$ cat config.mk
export PLATFORM = sky130hd
export DESIGN_NAME = ram_dual_port
export DESIGN_NICKNAME = d
export VERILOG_FILES = /design/src/rtl/ram_dual_port.sv
export SDC_FILE = /design/constraint.sdc
export NUM_CORES = 1
export LEC_CHECK = 0
export CORE_ASPECT_RATIO = 1.2
export CORE_MARGIN = 3
export CORE_UTILIZATION = 45
export CTS_BUF_LIST = sky130_fd_sc_hd__clkbuf_4 sky130_fd_sc_hd__clkbuf_8 sky130_fd_sc_hd__clkbuf_16
export DETAILED_ROUTE_END_ITERATION = 10
export GPL_ROUTABILITY_DRIVEN = 0
export HOLD_SLACK_MARGIN = 0.15
export PLACE_DENSITY_LB_ADDON = 0.15
export SLEW_MARGIN = 10
export SYNTH_ARGS = -nofsm -noshare
export SYNTH_HDL_FRONTEND = slang
export SYNTH_SLANG_ARGS = --single-unit
$ cat constraint.sdc
create_clock -name clk -period 1.9 [get_ports clk]
set_input_delay 0.19 -clock clk [delete_from_list [all_inputs] [get_ports clk]]
set_output_delay 0.19 -clock clk [all_outputs]
set_load 0.005 [all_outputs]
$ cat src/rtl/ram_dual_port.sv
// Simple dual-port RAM: one write port and one read port on one clock.
// Registered read data with a write-first bypass and range error flag.
module ram_dual_port #(
  parameter int DATA_WIDTH = 8,
  parameter int ADDR_WIDTH = 4,
  parameter int DEPTH      = 16
) (
  input  logic                  clk,
  input  logic                  rst_n,
  input  logic                  wr_enb,
  input  logic [ADDR_WIDTH-1:0] wr_addr,
  input  logic [DATA_WIDTH-1:0] data_in,
  input  logic                  rd_enb,
  input  logic [ADDR_WIDTH-1:0] rd_addr,
  output logic [DATA_WIDTH-1:0] data_out,
  output logic                  rd_valid,
  output logic                  wr_ack,
  output logic                  addr_err
);

  typedef enum logic {
    IDLE   = 1'b0,
    ACCESS = 1'b1
  } port_st_e;

  // One extra bit so DEPTH == 2**ADDR_WIDTH is representable.
  localparam logic [ADDR_WIDTH:0] LIMIT =
    (ADDR_WIDTH+1)'(DEPTH);

  logic [DATA_WIDTH-1:0] mem [DEPTH];

  port_st_e              wr_st;
  port_st_e              rd_st;
  logic                  wr_ok;
  logic                  rd_ok;
  logic                  wr_hit;
  logic                  rd_hit;
  logic                  bypass;
  logic [DATA_WIDTH-1:0] rd_word;

  assign wr_ok  = {1'b0, wr_addr} < LIMIT;
  assign rd_ok  = {1'b0, rd_addr} < LIMIT;
  assign wr_hit = wr_enb & wr_ok;
  assign rd_hit = rd_enb & rd_ok;
  assign bypass = wr_hit & rd_hit
                & (wr_addr == rd_addr);

  assign rd_word = bypass ? data_in
                 : mem[rd_addr];

  always_ff @(posedge clk) begin
    if (wr_hit) begin
      mem[wr_addr] <= data_in;
    end
  end

  // The write port only enters ACCESS for a committed write.
  always_ff @(posedge clk or negedge rst_n) begin
    if (!rst_n) begin
      wr_st    <= IDLE;
      rd_st    <= IDLE;
      data_out <= '0;
      addr_err <= 1'b0;
    end else begin
      wr_st    <= wr_hit ? ACCESS : IDLE;
      rd_st    <= rd_enb ? ACCESS : IDLE;
      addr_err <= (wr_enb & ~wr_ok)
                | (rd_enb & ~rd_ok);
      if (rd_enb) begin
        data_out <= rd_ok ? rd_word : '0;
      end
    end
  end

  assign wr_ack   = (wr_st == ACCESS);
  assign rd_valid = (rd_st == ACCESS);

endmodule

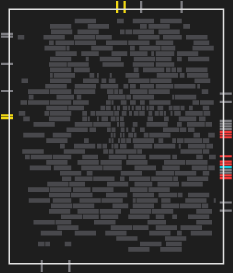
(images/io_placement.png)
Drawn at 2 px/micron. Pins as bars across the die edge, other pins in gray.
`rst_n`: in cyan, pins 1, direction input, edge right. `data_out`: in red, pins 8, direction output, edge right. `wr_addr`: in yellow, pins 4, direction input, edge 2 left, 2 top.
PortBufs: 29
die width: 106 microns
die height: 127 microns

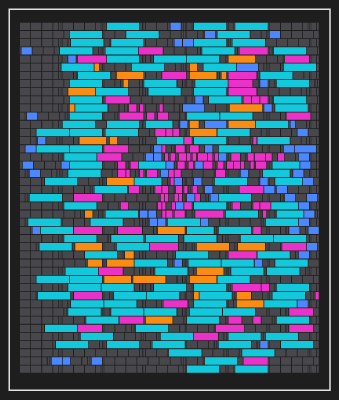
(images/placement_by_type.png)
Drawn at 3 px/micron. Fill, decap, tap and diode cells in gray.
remaining buffers and delay cells: in blue, cells 68, share of their area 9.6%. combinational and other logic: in magenta, cells 108, share of their area 19%. sequential cells: in cyan, cells 138, share of their area 62%. clock drivers and dummy loads: in orange, cells 32, share of their area 9.2%.
# rows: 43
Core Area: 11700 sq um
post-layout util: 0.580

==> job_summary.md <==
### Flow metrics

| Metric | Value |
|---|---|
| Status | finished, final reports clean |
| Hold_buf cts | 1 |
| Area Overhead vs Synth | 24.4% |
| Yosys Instances | between 200 and 300 |
| Top cells by area | edfxtp_1, mux4_2, mux4_1, dfrtp_1, a22oi_1 |
| Ys async rst share | 0.0725 |
| Slew HR | 0.547 |
| Routed Antenna Nets | 0 |
| Die area | roughly 13000 sq um |
| Max layer used | met4 |
| Tool warning count | 26 |
| RR Startpoint | mem[1][7]$_DFFE_PP_ |
| Crit. End Element | register |
| Largest net degree at the start of global routing | 30 |
| Number of fill cells | between 900 and 1000 |
| Tmin final | 1.73 ns |
| Vias in the first global route | roughly 2800 |
| Worst Path Max Fanout | 29 |
| CTS root buffer | clkbuf_16 |
| CP top delay family | buffers and inverters |
| Yosys chip area | between 5000 and 6000 sq um |
| WL/cell | between 20 and 25 microns |
| Synth Instances | approximately 260 |
| Crit-path cells | clkdlybuf4s50_1 > buf_12 > buf_4 > mux4_1 > a22oi_1 > nand2_1 > a221o_1 |
| Via-per-instance ratio | between 5 and 6 |
| Hold Vio Cnt, Final | 0 |
| Critical path launch point type | input port |
| Total power draw | 7.24 mW |
| Core Density at Floorplan | 0.467 |
| Via count | 2787 |
| Most numerous cell in the Yosys netlist | edfxtp_1 |
| Number of synthesis warnings | 0 |
| Final net count | about 350 |
| Synth top area share | 0.706 |
| Post-synth design cell area | about 5400 sq um |
| Initial DRC Count | ~200 |
| Metal3 WL | approximately 560 microns |
| Hold path startpoint | wr_enb |
| RSZ-0062 raised after global routing | false |
| Critical-path top delay cell | clkdlybuf4s50_1 |
| Number of clock sinks | roughly 140 |
| Setup slack, reg-to-reg | around 0.19 ns |
| Maximum vdd drop | between 0.0005 and 0.0006 V |
| Reg2Reg Capture Point | data_out[7]$_DFFE_PN0P_ |
| Worst slack, placed | -0.244 ns |
| Worst Hold Class | input port to register |
| Commonest cells post-synth | edfxtp_1, mux4_2, a22oi_1, nor2_1, mux4_1 |
| DP Wirelength | approximately 8000 microns |
| Slowest Stage Delay on Critical Path | between 0.5 and 0.6 ns |
| Pre-antenna DRT Iters | 4 |
| H-Tree Depth | 4 |
| Comb area | ~1200 sq um |
| WP data arrival | 2.03 ns |
| Depth of the worst hold-timing path | 1 |
| Crit path buf inv count | 3 |
| DRC viols | 0 |
| Ys flops | approximately 140 |
| Cell Pwr Density | 1070 nW/um^2 |
| Number of distinct library cells after synthesis | 28 |
| Leakage | approximately 2.3 nW |
| Max-Cap Viols | 0 |
| Synth area leader | edfxtp_1 |
| Depth of the most critical reg-to-reg path | 4 |
| CTS Buf Count | 17 |
| Post-synth EDFFs | around 130 |
| Least-Margin Pin Slew | a little under 0.7 ns |
| Max-slew violations | 0 |
| Clock Skew | 0.0130 ns |
| Post-CTS sizing | 0 |
| Clk slew on worst S/H paths | 0.06 ns |
| First-pass GRT wire length | ~18000 microns |
| Register area | 4090 sq um |
| Syn avg cell area | approximately 21 sq um |
| # setup viols final | 0 |
| Max clock buf depth | 2 |
| Initial antenna violation count | 0 |
| Gr usage total | 0.192 |
| Final WS setup | approximately 0.17 ns |
| Clock Latency Late Sink | just over 0.4 ns |
| Final period util | 0.913 |
| CTS tree | yes |
| Post-synth seq share | 0.752 |
| Drt total wl | roughly 12000 microns |
| Metal2 WL | 6030 microns |
| Total grt overflow | 0 |
| Fmax | between 500 and 600 MHz |
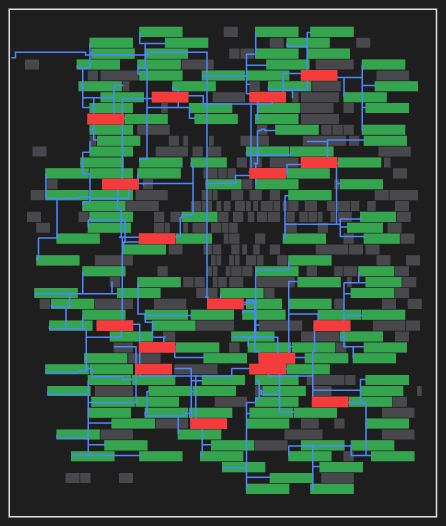
(images/clk_routes.png)
Drawn at 4 px/micron.
clock wires: in blue, length 1530 microns. flip-flops: in green, count 138. clock drivers: in red, count 17.
Position of the flops: widely spread. There are 18 routed clock nets.
power in the clock group: 3.31 mW
power share of the clock group: 0.457

metrics by stage:
stage	util	instances	TNS [ns]	hold WS, ns	instance area [sq um]
2_1_floorplan	-	261	0	-0.106	5450
3_3_place_gp	0.527	470	-3.57	0.566	6160
3_5_place_dp	0.527	470	-3.35	0.558	6160
4_1_cts	0.580	503	0	0.389	6780
5_1_grt	0.580	503	0	0.436	6780
6_report	0.580	503	0	0.425	6780
registers in the layout, indices dropped and copies added, names as in the netlist:
name      cells
mem         128
wr_ack        1
data_out      8
rd_valid      1
worst reg2reg max path, stage by stage, from the launching register on:
cell      delay [ns]
edfxtp_1        0.35
mux4_1          0.56
a22oi_1         0.30
nand2_1         0.09
a221o_1         0.30
area by class of cell:
type | instances | area share
Inverter | 1 | 0.000554
Sequential cell | 138 | 0.604
Tap cell | 157 | 0.0290
Timing Repair Buffer | 68 | 0.0931
Clock buffer | 20 | 0.0680
Multi-Input combinational cell | 107 | 0.183
Clock inverter | 12 | 0.0218
cell usage in the layout (no fill, tap or decap), types with 4 or more instances in the layout:
cell	n
a221o_1	8
a22oi_1	15
buf_12	4
buf_4	34
clkbuf_16	17
clkdlybuf4s50_1	28
clkinv_2	5
dfrtp_1	10
edfxtp_1	128
mux4_1	12
mux4_2	20
nand2_1	9
nor2_1	13
nor2b_1	10
nor3_1	5
routing by layer:
layer,vias up,GRT usage
met1,1450,0.259
li1,1236,-
met2,86,0.312
met5,-,0
met3,15,0.0412
met4,0,0.0700
cells by family (layout without fill, tap and decap cells):
logic type	count (synthesis)	in the layout	share of synthesized area
AOI/OAI and AO/OA	25	25	0.0388
xor gates and xnor gates	4	4	0.00643
buffers and inverters	16	101	0.0202
DFF	138	138	0.752
muxes	32	32	0.141
other	1	1	0.000689
and+or+nand+nor	45	45	0.0416
power by group:
part	internal [mW]	switching [mW]
Clock	2.14	1.17
Combinational	0.250	0.237
Sequential	3.41	0.0341
worst max path at each step:
stage                         from                       to  cells after the start
2_1_floorplan           rd_addr[3]  data_out[0]$_DFFE_PN0P_                      6
3_3_place_gp            rd_addr[3]  data_out[3]$_DFFE_PN0P_                      7
3_5_place_dp            rd_addr[3]  data_out[3]$_DFFE_PN0P_                      7
4_1_cts        mem[1][7]$_DFFE_PP_  data_out[7]$_DFFE_PN0P_                      4
5_1_grt        mem[1][7]$_DFFE_PP_  data_out[7]$_DFFE_PN0P_                      4
6_report                rd_addr[3]  data_out[3]$_DFFE_PN0P_                      7
Power and IR drop assume default switching activity.
